File: src/rtl/road_pkg.sv
// Shared definitions for the 8x8 dot-matrix scan bus: geometry, pin polarity
// and the frame bit layout used by every block that reads or drives the panel.
package road_pkg;

  localparam int unsigned MATRIX_N = 8;

  // Row lines sink current (active-low), column lines source it (active-high).
  localparam logic ROW_ACTIVE = 1'b0;
  localparam logic COL_LIT    = 1'b1;

  typedef logic [MATRIX_N*MATRIX_N-1:0] frame_t;

  function automatic int unsigned pix_idx(input int unsigned r, input int unsigned c);
    return r * MATRIX_N + c;
  endfunction

endpackage

File: src/rtl/dot_matrix_capture_scan_window_timer.sv
// Capture window counter: advances on enabled cycles and flags the last
// sample of each WINDOW-cycle window so the capture logic can publish.
module scan_window_timer
  import road_pkg::*;
#(
  parameter int unsigned WINDOW = 200000,
  parameter int unsigned CNT_W  = 18
) (
  input  logic             clock,
  input  logic             reset,
  input  logic             enable,
  output logic [CNT_W-1:0] cnt,
  output logic             last_sample
);

  logic [CNT_W-1:0] cnt_q;
  logic [CNT_W-1:0] cnt_d;
  logic             at_end;

  assign at_end      = (cnt_q == CNT_W'(WINDOW - 1));
  assign last_sample = enable & at_end;
  assign cnt         = cnt_q;

  always_comb begin
    cnt_d = cnt_q;
    if (enable) begin
      if (at_end) cnt_d = '0;
      else        cnt_d = cnt_q + CNT_W'(1);
    end
  end

  always_ff @(posedge clock or posedge reset) begin
    if (reset) cnt_q <= '0;
    else       cnt_q <= cnt_d;
  end

endmodule

File: src/rtl/dot_matrix_capture.sv
// Reconstructs the 8x8 panel image by ORing sampled row/col pixels over a
// fixed window and publishing the result as a 64-bit frame.
module dot_matrix_capture
  import road_pkg::*;
#(
  parameter int unsigned WINDOW = 200000,
  parameter int unsigned CNT_W  = 18,
  parameter int unsigned ERR_W  = 8
) (
  input  logic             clock,
  input  logic             reset,
  input  logic [7:0]       row,
  input  logic [7:0]       col,
  input  logic             enable,
  output logic [63:0]      frame,
  output logic             frame_valid,
  output logic             frame_changed,
  output logic [15:0]      frame_count,
  output logic [ERR_W-1:0] multi_row_err,
  input  logic [2:0]       qrow,
  input  logic [2:0]       qcol,
  output logic             qbit
);

  logic [CNT_W-1:0] cnt;
  logic             last_sample;

  scan_window_timer #(
    .WINDOW (WINDOW),
    .CNT_W  (CNT_W)
  ) u_timer (
    .clock       (clock),
    .reset       (reset),
    .enable      (enable),
    .cnt         (cnt),
    .last_sample (last_sample)
  );

  frame_t           acc_q,     acc_d;
  frame_t           frame_q,   frame_d;
  logic             valid_q,   valid_d;
  logic             changed_q, changed_d;
  logic [15:0]      count_q,   count_d;
  logic [ERR_W-1:0] err_q,     err_d;

  frame_t     hit;
  frame_t     closing;
  logic [7:0] rows_low;
  logic       multi_row;

  always_comb begin
    hit = '0;
    for (int r = 0; r < int'(MATRIX_N); r++) begin
      for (int c = 0; c < int'(MATRIX_N); c++) begin
        hit[pix_idx(r, c)] = (row[r] == ROW_ACTIVE) && (col[c] == COL_LIT);
      end
    end
  end

  // Two or more rows low: clearing the lowest set bit still leaves one set.
  assign rows_low  = ~row;
  assign multi_row = |(rows_low & (rows_low - 8'd1));
  assign closing   = acc_q | hit;

  // frame_valid is a one-cycle strobe with no back-pressure: consumers must
  // take frame/frame_changed in the cycle it is high.
  always_comb begin
    acc_d     = acc_q;
    frame_d   = frame_q;
    valid_d   = 1'b0;
    changed_d = 1'b0;
    count_d   = count_q;
    err_d     = err_q;
    if (enable) begin
      if (last_sample) begin
        frame_d   = closing;
        acc_d     = '0;
        valid_d   = 1'b1;
        changed_d = (closing != frame_q);
        count_d   = count_q + 16'd1;
      end else begin
        acc_d = closing;
      end
      if (multi_row && (col != 8'h00) && (err_q != '1)) begin
        err_d = err_q + ERR_W'(1);
      end
    end
  end

  always_ff @(posedge clock or posedge reset) begin
    if (reset) begin
      acc_q     <= '0;
      frame_q   <= '0;
      valid_q   <= 1'b0;
      changed_q <= 1'b0;
      count_q   <= '0;
      err_q     <= '0;
    end else begin
      acc_q     <= acc_d;
      frame_q   <= frame_d;
      valid_q   <= valid_d;
      changed_q <= changed_d;
      count_q   <= count_d;
      err_q     <= err_d;
    end
  end

  assign frame         = frame_q;
  assign frame_valid   = valid_q;
  assign frame_changed = changed_q;
  assign frame_count   = count_q;
  assign multi_row_err = err_q;
  assign qbit          = frame_q[{qrow, qcol}];

endmodule
File: config.mk
export PLATFORM = sky130hd
export DESIGN_NAME = dot_matrix_capture
export DESIGN_NICKNAME = d
export VERILOG_FILES = /design/src/rtl/road_pkg.sv /design/src/rtl/dot_matrix_capture_scan_window_timer.sv /design/src/rtl/dot_matrix_capture.sv
export SDC_FILE = /design/constraint.sdc
export NUM_CORES = 1
export LEC_CHECK = 0
export ABC_AREA = 1
export CAP_MARGIN = 25
export CORE_MARGIN = 8
export CORE_UTILIZATION = 30
export CTS_BUF_LIST = sky130_fd_sc_hd__clkbuf_2 sky130_fd_sc_hd__clkbuf_4 sky130_fd_sc_hd__clkbuf_8
export CTS_CLUSTER_DIAMETER = 120
export DETAILED_ROUTE_END_ITERATION = 8
export GPL_TIMING_DRIVEN = 0
export SLEW_MARGIN = 20
export SYNTH_ARGS = -nofsm -noshare
export SYNTH_HDL_FRONTEND = slang
export SYNTH_SLANG_ARGS = --single-unit
File: constraint.sdc
create_clock -name clock -period 12.9 [get_ports clock]
set_input_delay 1.935 -clock clock [delete_from_list [all_inputs] [get_ports clock]]
set_output_delay 1.935 -clock clock [all_outputs]
set_load 0.005 [all_outputs]
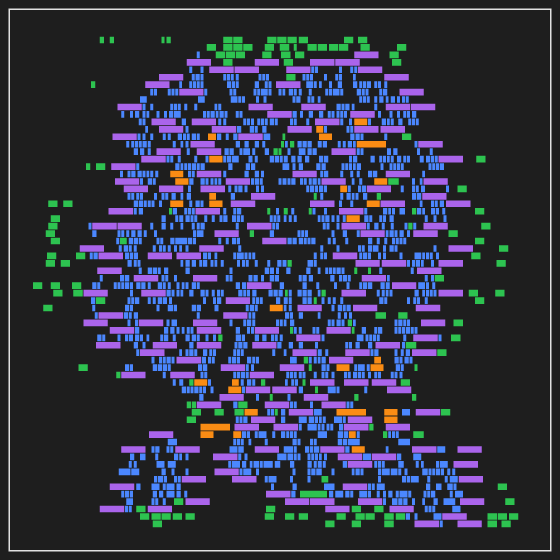
**Above:** run 1 (cell classes on the final placement).
- purple: registers (cells 172)
- green: remaining buffers and delay cells (cells 158)
- orange: clock drivers and dummy loads (cells 31)
- blue: remaining logic cells (cells 1203)

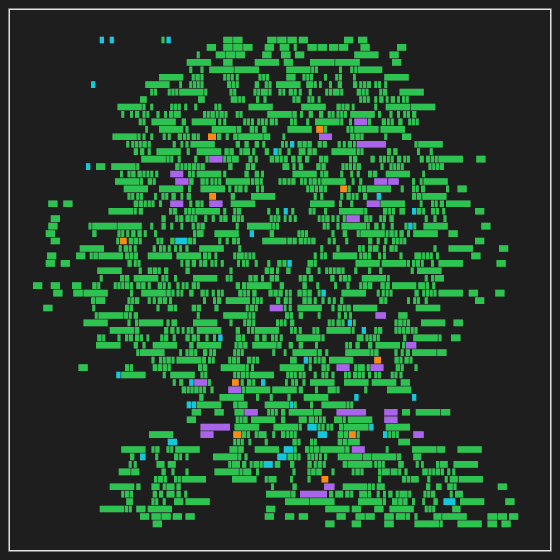
**Above:** run 1 (sizing map).
- orange: x3 and x4 (cells 10; share 0.64%)
- purple: x6 and larger (cells 29; share 1.9%)
- green: x1 and smaller (cells 1488; share 95%)
- cyan: x2 (cells 37; share 2.4%)

==> flow_summary.toml, run 1 <==
# yosys + openroad results
[layout]
instances_no_fill = 2007
antenna_cells = 1
seq_share_pct = 36.1
inverters = 245
final-clk-cell-share_pct = 3.59
comb_share_pct = 36.6
buf_share_pct = 11.2

[cts]
cts_root_buf = "clkbuf_8"
post_cts_resized = 0

[synth]
top_cells_by_count = "nand2_1, inv_1, dfrtp_1"
synth-seq-cells = 172
yosys_warnings = 0
postSynth.asyncResetShare_pct = 100

[global_routing]
grt_max_degree = 90
grt_overflow = 0

[run_status]
status = "complete, no violations"

[critical_path]
critPathMaxFanout = 10
cp-end-kind = "output port"

[power_and_ir_drop]
power_leakage_nw = 5.89
power_mw = 1.13

[final_timing]
max_freq_mhz = 153
fin_crit_ns = 6.55
setup_tns_ns = 0
fin_skew_ns = 0.0204
finalMaxSlewViolations = 0

[routing]
detail-route-antenna-nets = 0
drt_iter0_drc = 1091

[place]
dp.cells = 1975
postPlaceCellArea_um2 = 11500

[job]
drv_cap = 0
tool_warnings = 26

[floorplan]
std_cell_rows = 66
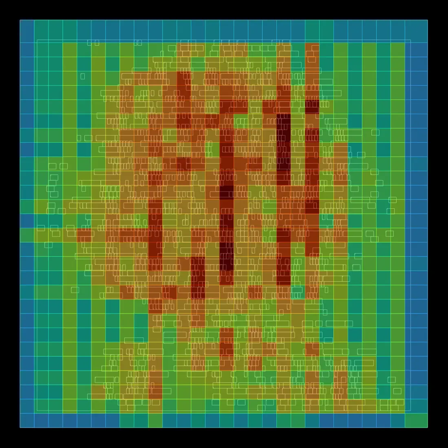
**Above:** run 1 (routing congestion).
Routed WL per cell: 17.8 um
met2 Use GR: 28.7%
GR peak layer: met2
Global Route Usage Sum: 18.2%
Final Core Density: 36.7%

run 1: placed cells by master (no fill, tap or decap), types with 5 or more instances in the layout:
cell,n
nand2_1,486
clkbuf_8,20
nor4_1,6
dfrtp_1,172
nor2_1,65
nand3b_1,14
nand4_1,10
inv_1,241
nor3_1,23
nand3_1,81
clkdlybuf4s50_1,104
o21ai_1,5
a21oi_1,49
o211ai_1,6
xnor2_1,7
xor2_1,23
o21ai_0,166
clkbuf_1,19
buf_2,26
run 1: worst paths after layout:
kind / startpoint / endpoint / slack [ns] / cells past startpoint
worst max-delay path: qcol[0] / qbit / 6.35 / 10
worst min-delay path: u_timer.cnt[15] / u_timer.cnt[15] / 0.50 / 1
worst max register to register: u_timer.cnt[0] / frame[25] / 10.64 / 9
worst min register to register: u_timer.cnt[15] / u_timer.cnt[15] / 0.50 / 1
max in group asynchronous: reset / acc_q[43] / 10.07 / 3
min in group asynchronous: reset / frame_count[7] / 1.97 / 2
run 1: critical path, stage by stage:
cell             delay [ns]
clkdlybuf4s50_1        0.47
inv_1                  0.32
clkbuf_1               0.55
a21oi_1                0.18
o21ai_0                0.30
nand2_1                0.08
nand3_1                0.08
nand3b_1               0.08
nand2_1                0.09
clkdlybuf4s50_1        0.51
run 1: layer usage:
metal / share of wire (%) / GRT usage, % / up-vias / routed length [um]
met5: 0.022 / 0 / - / 8
met4: 2.5 / 6.10 / 2 / 907
met3: 7.6 / 3.70 / 54 / 2710
met2: 45 / 28.7 / 374 / 16200
met1: 44 / 24.5 / 4574 / 15800
li1: - / - / 4686 / -
run 1: power by group:
group	switching, mW	internal [mW]	total [mW]
clock	0.212	0.211	0.423
combinational	0.0809	0.0444	0.125
sequential	0.0215	0.555	0.577
total	0.315	0.811	1.13
--- run 2 (diff from run 1) ---
Clock period 12.9 ns to 5.6 ns, I/O delays scaled along.
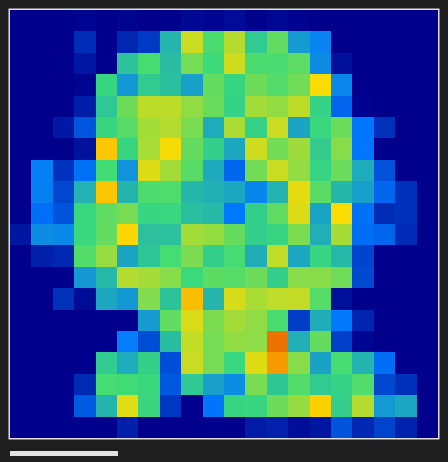
**Above:** run 2 (placement density heat map).
The bar under the picture is 50 um long. 20 x 20 tiles, from dark blue (low) to red (high), 0 to 100% covered.
- fullest tile: 87%
- emptiest ninth of the die: bottom left
- tiles over 75% full: 1.8%

==> flow_summary.toml, run 2 <==
# yosys + openroad results
[power_and_ir_drop]
p_sw_share_pct = 28.0
internal-power_mw = 1.87
clkPwrFrac_pct = 37.6
power_leakage_nw = 5.89

[critical_path]
critPathMaxFanout = 10
slowest_delay_ns = 0.55
crit_family = "buffers and inverters"
critPathBufInv = 4
regToRegSetupSlack_ns = 3.34
cp_cell_sequence = "clkdlybuf4s50_1, inv_1, clkbuf_1, a21oi_1, o21ai_0, nand2_1, nand3_1, nand3b_1, nand2_1, clkdlybuf4s50_1"
cp-end-kind = "output port"
reg2regPathDepth = 9
reg2reg_to = "frame[25]"
critPathSlowestCell = "clkbuf_1"

[place]
dp.cells = 1975
port_buffers = 104

[cts]
cts_root_buf = "clkbuf_8"
post_cts_resized = 0

[routing]
wl_per_cell_um = 17.8
detail-route-antenna-nets = 0
route.met3.wl_mm = 2.71
drt-met1-wl_mm = 15.8
met2_length_mm = 16.2
top_layer = "met5"

[global_routing]
grt_overflow = 0
use_met1_pct = 24.5
met3_usage_pct = 3.70
busiest_layer = "met2"

[synth]
yosys_warnings = 0
top_cells_by_count = "nand2_1, inv_1, dfrtp_1"
postSynth.asyncResetShare_pct = 100

[final_timing]
max_freq_mhz = 229
fin_crit_ns = 4.36
fin_skew_ns = 0.0204
finalMaxSlewViolations = 0

[layout]
final_layout_top_logic_cell = "nand2_1"
most-common-layout-cells = "nand2_1, inv_1, dfrtp_1, o21ai_0, clkdlybuf4s50_1"

[run_status]
status = "complete, no violations"

[hold_path]
min-delay-start = "u_timer.cnt[15]"
hold_depth = 1
hold_end = "u_timer.cnt[15]"

[job]
tool_warnings = 26

[floorplan]
std_cell_rows = 66
==> run 2: cell counts after synthesis <==
Identical to the previous run, type by type.
==> run 2: cell families (layout without fill, tap and decap cells) <==
logic type	Yosys count	in the layout	share of synthesized area (%)
xor+xnor	30	30	2.67
fa+ha+maj	3	3	0.381
buf+inv	298	434	12.1
simple gates	698	698	29.5
other cells	0	1	0
flops	172	172	43.7
compound gates	227	227	11.7
==> run 2: worst max-delay path by stage <==
stage | from | end | cells after the start
6_report | qcol[0] | qbit | 10
5_1_grt | qcol[1] | qbit | 10
4_1_cts | qcol[0] | qbit | 10
3_5_place_dp | qcol[0] | qbit | 10
3_3_place_gp | reset | frame[40] | 2
2_1_floorplan | reset | acc_q[0] | 1
==> run 2: through the flow <==
stage          setup WS (ns)  setup TNS (ns)  total power [mW]  area (um2)
3_3_place_gp           -2.69         -460.06              1.63       11500
6_report                1.24               0              2.59       11900
2_1_floorplan         0.0999               0              1.51        9860
5_1_grt                 1.21               0              2.69       11900
4_1_cts                 1.28               0              2.61       11900
3_5_place_dp            1.28               0              1.64       11500
==> run 2: area by class of cell <==
type,count,area (um2),share of cell area [%]
antenna,1,2.50,0.0210
buffer,53,269,2.26
clock buffer,22,290,2.44
clock inverter,9,138,1.15
inverter,245,928,7.79
multi-input combinational,958,4360,36.6
sequential,172,4300,36.1
tap,442,553,4.64
timing repair buffer,105,1070,8.97
==> run 2: power by group through the flow <==
stage / Clock (mW) / Sequential (mW) / Combinational (mW)
2_1_floorplan: 0 / 1.34 / 0.171
3_3_place_gp: 0 / 1.35 / 0.278
3_5_place_dp: 0 / 1.35 / 0.288
4_1_cts: 0.994 / 1.33 / 0.289
5_1_grt: 1.03 / 1.33 / 0.320
6_report: 0.975 / 1.33 / 0.289
Power figures rest on the tool's default switching activity, not on a simulated workload.
